**src/rtl/proxy_remap_ctrl.sv**
```systemverilog
// BISR spare allocator: takes one BIST fault map per handshake and scans it one lane per cycle.
// It then commits every per-lane mux select to the spare-proxy muxes on a single clock edge.
module proxy_remap_ctrl #(
   parameter int unsigned NUM_LANES  = 4,
   parameter int unsigned NUM_SPARES = 2,
   localparam int unsigned SEL_W     = $clog2(NUM_SPARES + 1),
   localparam int unsigned CNT_W     = $clog2(NUM_SPARES + 1)
) (
   input  logic                        clk,
   input  logic                        rst,
   input  logic                        fault_valid,
   output logic                        fault_ready,
   input  logic [NUM_LANES-1:0]        fault_map,
   input  logic                        clear,
   output logic [NUM_LANES*SEL_W-1:0]  sel_bus,
   output logic                        remap_done,
   output logic                        remap_fail,
   output logic [CNT_W-1:0]            spares_used
);

   localparam int unsigned IDX_W = (NUM_LANES > 1) ? $clog2(NUM_LANES) : 1;
   localparam logic [IDX_W-1:0] LAST_LANE = IDX_W'(NUM_LANES - 1);
   localparam logic [CNT_W-1:0] MAX_CNT   = CNT_W'(NUM_SPARES);

   typedef enum logic [1:0] {
      StIdle   = 2'd0,
      StScan   = 2'd1,
      StCommit = 2'd2
   } state_e;

   state_e                             state_q, state_d;
   logic [NUM_LANES-1:0]               map_q, map_d;
   logic [IDX_W-1:0]                   lane_q, lane_d;
   logic [CNT_W-1:0]                   cnt_q, cnt_d;
   logic                               flag_q, flag_d;
   logic [NUM_LANES-1:0][SEL_W-1:0]    shadow_q, shadow_d;
   logic [NUM_LANES*SEL_W-1:0]         sel_bus_q, sel_bus_d;
   logic [CNT_W-1:0]                   used_q, used_d;
   logic                               fail_q, fail_d;
   logic                               done_q, done_d;

   always_ff @(posedge clk or posedge rst) begin
      if (rst) begin
         state_q   <= StIdle;
         map_q     <= '0;
         lane_q    <= '0;
         cnt_q     <= '0;
         flag_q    <= 1'b0;
         shadow_q  <= '0;
         sel_bus_q <= '0;
         used_q    <= '0;
         fail_q    <= 1'b0;
         done_q    <= 1'b0;
      end else begin
         state_q   <= state_d;
         map_q     <= map_d;
         lane_q    <= lane_d;
         cnt_q     <= cnt_d;
         flag_q    <= flag_d;
         shadow_q  <= shadow_d;
         sel_bus_q <= sel_bus_d;
         used_q    <= used_d;
         fail_q    <= fail_d;
         done_q    <= done_d;
      end
   end

   always_comb begin
      state_d   = state_q;
      map_d     = map_q;
      lane_d    = lane_q;
      cnt_d     = cnt_q;
      flag_d    = flag_q;
      shadow_d  = shadow_q;
      sel_bus_d = sel_bus_q;
      used_d    = used_q;
      fail_d    = fail_q;
      done_d    = 1'b0;

      unique case (state_q)
         StIdle: begin
            // A handshake takes priority over clear on the same edge.
            if (fault_valid) begin
               map_d    = fault_map;
               shadow_d = '0;
               lane_d   = '0;
               cnt_d    = '0;
               flag_d   = 1'b0;
               fail_d   = 1'b0;
               state_d  = StScan;
            end else if (clear) begin
               sel_bus_d = '0;
               used_d    = '0;
            end
         end

         StScan: begin
            if (map_q[lane_q]) begin
               if (cnt_q < MAX_CNT) begin
                  shadow_d[lane_q] = SEL_W'(cnt_q + CNT_W'(1));
                  cnt_d            = cnt_q + CNT_W'(1);
               end else begin
                  shadow_d[lane_q] = '0;
                  flag_d           = 1'b1;
               end
            end else begin
               shadow_d[lane_q] = '0;
            end
            if (lane_q == LAST_LANE) begin
               state_d = StCommit;
            end else begin
               lane_d = lane_q + IDX_W'(1);
            end
         end

         StCommit: begin
            sel_bus_d = shadow_q;
            used_d    = cnt_q;
            fail_d    = flag_q;
            done_d    = 1'b1;
            state_d   = StIdle;
         end

         default: begin
            state_d = StIdle;
         end
      endcase
   end

   assign fault_ready = (state_q == StIdle);
   assign sel_bus     = sel_bus_q;
   assign remap_done  = done_q;
   assign remap_fail  = fail_q;
   assign spares_used = used_q;

endmodule

```
**config.mk**
```make
export PLATFORM = sky130hd
export DESIGN_NAME = proxy_remap_ctrl
export DESIGN_NICKNAME = d
export VERILOG_FILES = /design/src/rtl/proxy_remap_ctrl.sv
export SDC_FILE = /design/constraint.sdc
export NUM_CORES = 1
export LEC_CHECK = 0
export ABC_CLOCK_PERIOD_IN_PS = 1800
export CORE_MARGIN = 3
export CORE_UTILIZATION = 50
export DETAILED_ROUTE_END_ITERATION = 6
export PLACE_DENSITY = 0.82
export SETUP_SLACK_MARGIN = 0.5
export SYNTH_ARGS = -nofsm -noshare
export SYNTH_HDL_FRONTEND = slang
export SYNTH_SLANG_ARGS = --single-unit
```
**constraint.sdc**
```tcl
create_clock -name clk -period 1.8 [get_ports clk]
set_input_delay 0.18 -clock clk [delete_from_list [all_inputs] [get_ports clk]]
set_output_delay 0.18 -clock clk [all_outputs]
set_load 0.1 [all_outputs]
```
Fig. 1: the metal 3 layer
Drawn at 4 px/um. Cells faint in the background.
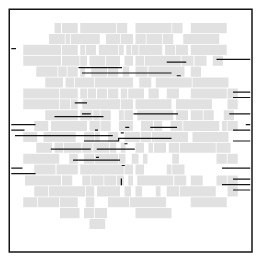
share of all routed wire: 6.0%
longest straight run: 24.1 um
main direction: horizontal
wire length on this layer: 221 um
nets with wire on the layer: 31

Fig. 2: clock wires, drivers and flops
Drawn at 6 px/um.
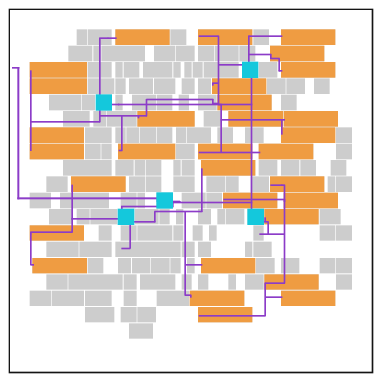
[orange] flip-flops | count: 31
[purple] clock wires | length: 402 um
[cyan] clock drivers | count: 5
routed clock nets: 6

Fig. 3: metal layers overlaid
Drawn at 4 px/um.
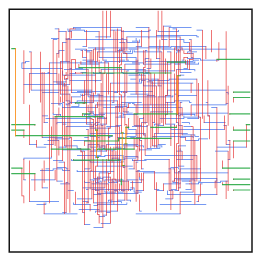
[orange] metal 4 | wire length: 50.3 um
[blue] metal 1 | wire length: 1430 um
[green] metal 3 | wire length: 221 um
[red] metal 2 | wire length: 1970 um

==> notes.md <==
Implementation results.

The number of buffers inserted by port buffering is 20. In the final layout, the fill cell count is 178. The critical path endpoint has a required time of 2.02 ns. The power report lists cell-internal power as 2190 uW. Looking at the gate-level netlist, the highest instance count belongs to dfrtp_1. The busiest layer in global routing is met2. The clock network power share is 14.5%. The fraction of post-synthesis cell area in the top cell type by area is 52.6%. The overflow left after global routing is 0. After layout, the buffer instance count without clock buffers stands at 41. The slew at the pin with the worst max-slew slack is 0.380 ns. The power of the sequential group is 1150 uW.

For this run, global-route usage on met3 was measured as under 10%. Measured on the final layout, the clock distribution area share stands at around 4.2%. The initial DRC count is between 60 and 70. The area overhead of the layout relative to synthesis is 38.4%. In this run, the synthesized area fraction spent on AND-OR/OR-AND gates is recorded as between 10% and 20%. The first global-routing pass estimated 5.21 mm of wire.

The floorplan die area is around 0.0036 mm^2. The total negative slack is 0 ns. The run finished with clean final reports. According to the floorplan report, the die width is approximately 60 um.

The completed layout was analyzed and its total power is 3970 uW. The fraction of cell area in multi-input combinational cells is reported as 36.3%. The count of sequential standard cells is 31. The post-layout minimum cycle time is 1.53 ns. The analysis attributes to net switching a power of 1780 uW. Dividing the detail-routed wire length by the instance count gives 18.1 um. The capture point of the worst register-to-register path is recorded as shadow_q[6].

Tracing the worst setup path back leads to its startpoint at lane_q[1]. Per the detail_route report, the via count comes to 1196. In this run the worst hold path is classified as in2async. Non-clock buffers make up 17.4% of the layout cell area.

met2 track demand over resource after global routing is 34.6%. In this run the clock root is driven by a clkbuf_4. Ranked by total area, the top cell class in this layout is sequential cells. The detailed-route vias per instance is 5.92. After detailed routing, the number of remaining DRC violations is 0. The part of the total power dissipated in combinational logic is between 50% and 60%. During tapcell insertion the tool placed 31 well taps. The total I/O pin count is 21.

Summing every instance area after synthesis gives roughly 0.0015 mm^2. The clock tree synthesis step divided the H-tree into 2 levels. In this run the deepest clock path goes through 2 buffers. The clock net sink count is 31. Once the clock tree was built, the resizer swapped 19 gates to a different size. The synthesis report gives the async set-or-reset register share as 100%. Yosys reports a chip area of between 0.001 and 0.0015 mm^2.

The synthesis run shows multiplexers occupying 7.22% of the cell area. For reference, the final report shows the max-slew violation count at 0. The post-route fraction of the period consumed by the critical path is 85.2%. The clock slew seen by the registers of the worst setup and hold paths is 0.10 ns. The post-DP HPWL is 2.28 mm. The global routing usage on met1 is between 20% and 30%. The share of synthesized cell area in full adder, half adder and majority cells is 5.09%. The most common logic cells in the final layout are buf_4 (27), dfrtp_1 (27), a22o_1 (14), clkdlybuf4s50_1 (7), inv_1 (6). The final antenna diode tally reported by the flow is 0. The via count of the first global-routing pass is about 1100.

In the final run the clock tree shows a worst skew of approximately 0.008 ns. The count of max-cap constraint violations is 0. The power consumed by the clock network is 575 uW.

The count of cell types in the netlist is 36. Summed over all routing layers, the global router reports a total usage of around 21%. The maximum VDD drop is 1920 uV. The footprint of the flip-flops and latches is 781 um^2.

The cell count after synthesis came out at approximately 130. The timing report gives the worst reg2reg path a setup slack of around 0.27 ns. Row generation in the floorplan step produced 19 rows. The synthesized netlist devotes 12.4% of its cell area to simple gates. The worst stage delay on the critical path is 0.42 ns. The layout has 9 inverters outside the clock class. For this run, the post-layout net count is 184.
-- worst max-delay path, delay by kind of cell (launching register included) --
family / cells / cell delay [ns]
flops: 1 / 0.42
compound gates: 2 / 0.27
simple gates: 1 / 0.39
mux: 1 / 0.21
buf+inv: 1 / 0.14
-- per-stage QoR --
stage               hold slack (ns)  setup WS, ns  cells  utilization [%]  cell area [um^2]
finish                        0.228         0.266    202             73.3              2040
global route                  0.241         0.229    202             73.3              2040
CTS                           0.231         0.265    196             70.4              1960
detailed placement            0.486         0.146    177             63.0              1750
global placement              0.468         0.189    177             63.0              1750
floorplan                     0.283         0.297    125                -              1520
-- per-layer routing --
layer / share of wire, % / routed length [um]
met3: 6.0 / 221
met1: 39 / 1430
met4: 1.4 / 50
met2: 54 / 1970
met5: 0 / 0
Power figures rest on the tool's default switching activity, not on a simulated workload.
